[src/rtl/dist_min_sel.sv]
// dist_min_sel: streaming nearest-candidate selector.
// Takes a batch of candidate cells and returns the distance to the goal and the
// in-batch index of the first closest candidate, plus count and overflow flags.
// Optional build macro DIST_MIN_CHEBYSHEV_EN: rank by max(|dx|,|dy|) instead of
// the Manhattan sum. Ports, latency and handshake are the same in both builds.
module dist_min_sel #(
  parameter int W    = 10,
  parameter int IDXW = 2
) (
  input  logic            m_clock,
  input  logic            p_reset,
  input  logic [W-1:0]    goal_x,
  input  logic [W-1:0]    goal_y,
  input  logic            in_valid,
  output logic            in_ready,
  input  logic [W-1:0]    in_x,
  input  logic [W-1:0]    in_y,
  input  logic            in_last,
  output logic            out_valid,
  input  logic            out_ready,
  output logic [W:0]      out_dist,
  output logic [IDXW-1:0] out_idx,
  output logic [IDXW:0]   out_count,
  output logic            out_ovf
);

  localparam int unsigned     NMAX = 1 << IDXW;
  localparam logic [IDXW:0]   CMAX = NMAX[IDXW:0];

  // |a-b| computed in W+1 bits so the difference never wraps
  function automatic logic [W:0] absdiff(input logic [W-1:0] a, input logic [W-1:0] b);
    logic [W:0] d;
    d = {1'b0, a} - {1'b0, b};
    return d[W] ? (~d + 1'b1) : d;
  endfunction

  logic            busy;
  logic            accept;
  logic [IDXW:0]   cnt;       // index of next accepted candidate, saturates at CMAX
  logic            bovf;      // batch already spilled past CMAX candidates
  logic            cnt_full;

  logic            s1_vld, s1_rank, s1_first, s1_last, s1_ovf;
  logic [W:0]      s1_adx, s1_ady;
  logic [IDXW-1:0] s1_idx;
  logic [IDXW:0]   s1_cnt;

  logic            s2_vld, s2_rank, s2_first, s2_last, s2_ovf;
  logic [W:0]      s2_dist;
  logic [IDXW-1:0] s2_idx;
  logic [IDXW:0]   s2_cnt;

  logic [W:0]      min_d, nxt_d, dist_c;
  logic [IDXW-1:0] min_idx, nxt_idx;
  logic            take;

  assign in_ready = ~busy;
  assign accept   = in_valid & ~busy;
  assign cnt_full = (cnt == CMAX);

  // Batch bookkeeping: index counter and overflow, re-armed on the last accept
  always_ff @(posedge m_clock or posedge p_reset) begin
    if (p_reset) begin
      cnt  <= '0;
      bovf <= 1'b0;
    end else if (accept) begin
      if (in_last) begin
        cnt  <= '0;
        bovf <= 1'b0;
      end else begin
        cnt  <= cnt_full ? cnt : cnt + 1'b1;
        bovf <= bovf | cnt_full;
      end
    end
  end

  // Stage 1: absolute differences plus the candidate's batch metadata
  always_ff @(posedge m_clock or posedge p_reset) begin
    if (p_reset) begin
      s1_vld <= 1'b0; s1_rank <= 1'b0; s1_first <= 1'b0; s1_last <= 1'b0;
      s1_ovf <= 1'b0; s1_adx <= '0; s1_ady <= '0; s1_idx <= '0; s1_cnt <= '0;
    end else begin
      s1_vld <= accept;
      if (accept) begin
        s1_adx   <= absdiff(in_x, goal_x);
        s1_ady   <= absdiff(in_y, goal_y);
        s1_idx   <= cnt[IDXW-1:0];
        s1_rank  <= ~cnt[IDXW];
        s1_first <= (cnt == '0);
        s1_last  <= in_last;
        s1_cnt   <= cnt_full ? CMAX : cnt + 1'b1;
        s1_ovf   <= bovf | cnt_full;
      end
    end
  end

`ifdef DIST_MIN_CHEBYSHEV_EN
  assign dist_c = (s1_adx > s1_ady) ? s1_adx : s1_ady;
`else
  assign dist_c = s1_adx + s1_ady;
`endif

  // Stage 2: distance register
  always_ff @(posedge m_clock or posedge p_reset) begin
    if (p_reset) begin
      s2_vld <= 1'b0; s2_rank <= 1'b0; s2_first <= 1'b0; s2_last <= 1'b0;
      s2_ovf <= 1'b0; s2_dist <= '0; s2_idx <= '0; s2_cnt <= '0;
    end else begin
      s2_vld <= s1_vld;
      if (s1_vld) begin
        s2_dist  <= dist_c;
        s2_idx   <= s1_idx;
        s2_rank  <= s1_rank;
        s2_first <= s1_first;
        s2_last  <= s1_last;
        s2_cnt   <= s1_cnt;
        s2_ovf   <= s1_ovf;
      end
    end
  end

  // Running minimum: first candidate seeds it, strict-less keeps the earlier index on ties
  always_comb begin
    take    = s2_vld & s2_rank & (s2_first | (s2_dist < min_d));
    nxt_d   = take ? s2_dist : min_d;
    nxt_idx = take ? s2_idx  : min_idx;
  end

  // Minimum tracker and result registers; result holds until the consumer takes it
  always_ff @(posedge m_clock or posedge p_reset) begin
    if (p_reset) begin
      min_d     <= '0;
      min_idx   <= '0;
      out_valid <= 1'b0;
      out_dist  <= '0;
      out_idx   <= '0;
      out_count <= '0;
      out_ovf   <= 1'b0;
    end else begin
      if (s2_vld) begin
        min_d   <= nxt_d;
        min_idx <= nxt_idx;
      end
      if (s2_vld && s2_last) begin
        out_valid <= 1'b1;
        out_dist  <= nxt_d;
        out_idx   <= nxt_idx;
        out_count <= s2_cnt;
        out_ovf   <= s2_ovf;
      end else if (out_valid && out_ready) begin
        out_valid <= 1'b0;
      end
    end
  end

  // Input gate: closed from the last accept until the result is handed off
  always_ff @(posedge m_clock or posedge p_reset) begin
    if (p_reset)                 busy <= 1'b0;
    else if (accept && in_last)  busy <= 1'b1;
    else if (out_valid && out_ready) busy <= 1'b0;
  end

endmodule
[config.mk]
export PLATFORM = sky130hd
export DESIGN_NAME = dist_min_sel
export DESIGN_NICKNAME = d
export VERILOG_FILES = /design/src/rtl/dist_min_sel.sv
export SDC_FILE = /design/constraint.sdc
export NUM_CORES = 1
export LEC_CHECK = 0
export ABC_AREA = 1
export CORE_ASPECT_RATIO = 1.4
export CORE_MARGIN = 5
export CORE_UTILIZATION = 57
export DETAILED_ROUTE_END_ITERATION = 8
export PLACE_DENSITY = 0.81
export SLEW_MARGIN = 20
export SYNTH_ARGS = -nofsm -noshare
export SYNTH_HDL_FRONTEND = slang
export SYNTH_SLANG_ARGS = --single-unit
[constraint.sdc]
create_clock -name m_clock -period 4.1 [get_ports m_clock]
set_input_delay 0.82 -clock m_clock [delete_from_list [all_inputs] [get_ports m_clock]]
set_output_delay 0.82 -clock m_clock [all_outputs]
set_load 0.005 [all_outputs]
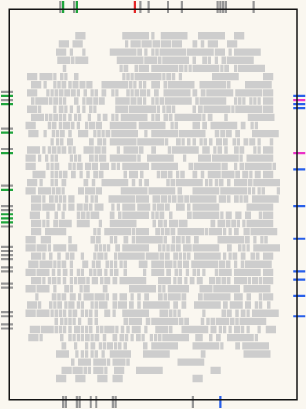
Figure 1: ports around the boundary.
Drawn at 3 px/um. Pins as bars across the die edge, other pins in gray.
[in_last] red | pins: 1 | direction: input | edge: top
[goal_y] green | pins: 10 | direction: input | edge: 8 left, 2 top
[out_dist] blue | pins: 11 | direction: output | edge: 10 right, 1 bottom
[out_idx] magenta | pins: 2 | direction: output | edge: right
all pins by edge: 28 left, 14 top, 12 right, 10 bottom

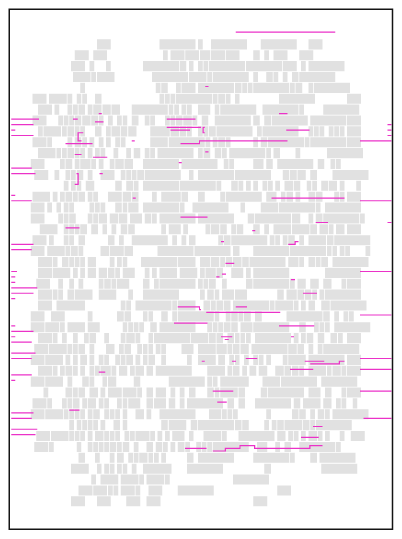
Figure 2: signal wires on met3.
Drawn at 4 px/um. Cells faint in the background.
nets with wire on the layer: 74
longest straight run: 24.6 um
main direction: horizontal
wire length on this layer: 436 um

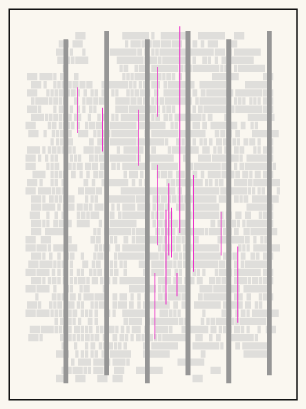
Figure 3: M4 wires.
Drawn at 3 px/um. Supply wires on this layer in gray. Cells faint in the background.
share of all routed wire: 2.7%
nets with wire on the layer: 12
wire length on this layer: 331 um

==> run notes <==
The count of warning messages emitted by the tools works out to 27. Leaving out fill and tap cells, the most frequent cell in the layout is sky130_fd_sc_hd__nand2_1. Setup repair after global routing left no endpoint under its margin. The count of buffer and inverter cells on the critical path was 3; the share of synthesized registers carrying an async set or reset was 100.0%. On the final layout, the worst clock skew is 0.007116 ns.

The run finished with clean final reports. The detailed router reports a met3 wire length of 436 um. The share of the core filled by cells before placement came out at 58.54%. The timing report shows the most common cell along the critical path to be sky130_fd_sc_hd__nand2_1. After clock tree synthesis, the clock-pin slew on the worst setup and hold paths is 0.06 ns. Critical path class: in -> reg. Endpoints failing hold in the final report were tallied at 0.

Entering global routing, the biggest net connects 47 pins. The source-to-sink clock delay at the later pin of the worst-skew pair is 0.34 ns. Looking at the clock tree report, the maximum root-to-sink buffer count equals 2.

Counting instances, the worst hold path has a depth of 2. The library cell used as clock root buffer is sky130_fd_sc_hd__clkbuf_16. The highest supply drop recorded on VDD is 226.9 uV.

For reference, the post-synthesis area per instance comes to 7.256 um^2. Counting flops with a built-in enable in the synthesized netlist gives 0. The number of cells reported by Yosys stat comes to 803. The routed design uses 6.513 mm of met2 wire. With the H-tree depth at 3, the post-route cell area is 0.006864 mm^2.

Static timing analysis puts the maximum clock frequency at 0.3557 GHz. Once detail routing completed, the nets flagged for antenna violations numbered 0. With the overall via count from detail_route at 5224, the number of top-level pins is 64. The number of nets in the synthesized netlist is 895. The layout report lists the combined flip-flop and latch area as 0.002227 mm^2. Post-CTS timing repair inserted 0 buffers for setup. In the final layout, the share of cells above drive strength 1 is 5.632%. For the worst flop-to-flop path, the logic depth is 10.

For the antenna diode count, the log shows 0. Average wire length per cell after detail routing: 12.07 um. In the per-layer summary, the met1 wirelength comes to 4.847 mm. The slowest stage of the critical path is the sky130_fd_sc_hd__fa_1 cell. The number of global-route vias before repair was 5177. The initial antenna violation count came out at 0. Broken down by cell family, the worst path's largest delay share belongs to adder cells.

The global-route wire length before repair was 21.38 mm. The run gives 1.79 ns for the register-to-register path setup slack. After floorplanning, the core was sized to cover 0.009953 mm^2. The startpoint type of the worst setup path is an input port. In this run the vertical extent of the chip is 129.6 um. For the leakage power, the log shows 3.675 nW.
[cells in the mapped netlist, types with 8 or more instances]
library cell	number	area [um^2]
sky130_fd_sc_hd__and2_1	14	87.58
sky130_fd_sc_hd__nand3_1	73	365.4
sky130_fd_sc_hd__nand4_1	13	81.33
sky130_fd_sc_hd__xor2_1	10	87.58
sky130_fd_sc_hd__ha_1	44	550.5
sky130_fd_sc_hd__inv_1	135	506.7
sky130_fd_sc_hd__nand2_1	247	927.1
sky130_fd_sc_hd__nand2_2	13	81.33
sky130_fd_sc_hd__clkbuf_1	8	30.03
sky130_fd_sc_hd__o21ai_0	48	240.2
sky130_fd_sc_hd__a21oi_1	29	145.1
sky130_fd_sc_hd__nor3_1	8	40.04
sky130_fd_sc_hd__nor2_1	29	108.9
sky130_fd_sc_hd__dfrtp_1	89	2227
[cell type report]
type / count / area share [%]
timing repair buffer: 67 / 9.625
clock inverter: 5 / 0.5651
sequential: 89 / 32.45
inverter: 138 / 7.601
multi-input combinational: 560 / 43.62
clock buffer: 11 / 3.682
tap: 135 / 2.461
[where the power goes]
| group | total [mW] | switching (mW) | leakage (nW) | internal (mW) |
|---|---|---|---|---|
| logic | 1.94 | 1.13 | 2.43 | 0.812 |
| clock network | 0.781 | 0.335 | 0.142 | 0.446 |
| registers | 1.52 | 0.238 | 1.11 | 1.28 |
| total | 4.24 | 1.70 | 3.68 | 2.54 |
[stage by stage]
| stage | cells | util, % | hold WS, ns | power (mW) | setup WS (ns) |
|---|---|---|---|---|---|
| 2_1_floorplan | 803 | - | 0.3519 | 2.854 | 0.9731 |
| 5_1_grt | 1005 | 68.96 | 0.5044 | 4.619 | 1.060 |
| 4_1_cts | 1005 | 68.96 | 0.4837 | 4.256 | 1.299 |
| 6_report | 1005 | 68.96 | 0.4806 | 4.236 | 1.289 |
| 3_5_place_dp | 989 | 66.03 | 0.4660 | 3.431 | 0.9426 |
| 3_3_place_gp | 989 | 66.03 | 0.4546 | 3.312 | 1.037 |
[worst reg2reg max path: cells and delay by family (launching register included)]
family	cells	cell delay, ns
compound gates	3	0.35
fa+ha+maj	1	0.34
flops	1	0.40
simple gates	6	1.17
[registers in the layout, indices dropped and copies added, names as in the netlist, 2 cells and up]
signal,count
s2_cnt,3
s1_adx,11
min_d,11
s2_dist,11
s1_idx,2
out_count,3
out_idx,2
s1_ady,11
min_idx,2
s2_idx,2
s1_cnt,3
cnt,3
out_dist,11
[kinds of logic (layout without fill, tap and decap cells)]
| group | count (synthesis) | after routing | share of synthesized area (%) |
|---|---|---|---|
| AND-OR/OR-AND | 87 | 87 | 7.730 |
| XOR/XNOR | 13 | 13 | 1.954 |
| adder cells (fa/ha/maj) | 47 | 47 | 10.48 |
| buffers and inverters | 154 | 221 | 10.39 |
| flip-flops | 89 | 89 | 38.22 |
| AND/OR/NAND/NOR | 413 | 413 | 31.22 |
[layer usage]
| layer | vias to the layer above | track usage (%) |
|---|---|---|
| met4 | 0 | 9.464 |
| met2 | 126 | 39.75 |
| met1 | 2409 | 22.84 |
| met3 | 30 | 3.310 |
| met5 | - | 0 |
| li1 | 2659 | - |
No activity file was given, so power comes from the tool's default toggle rates.
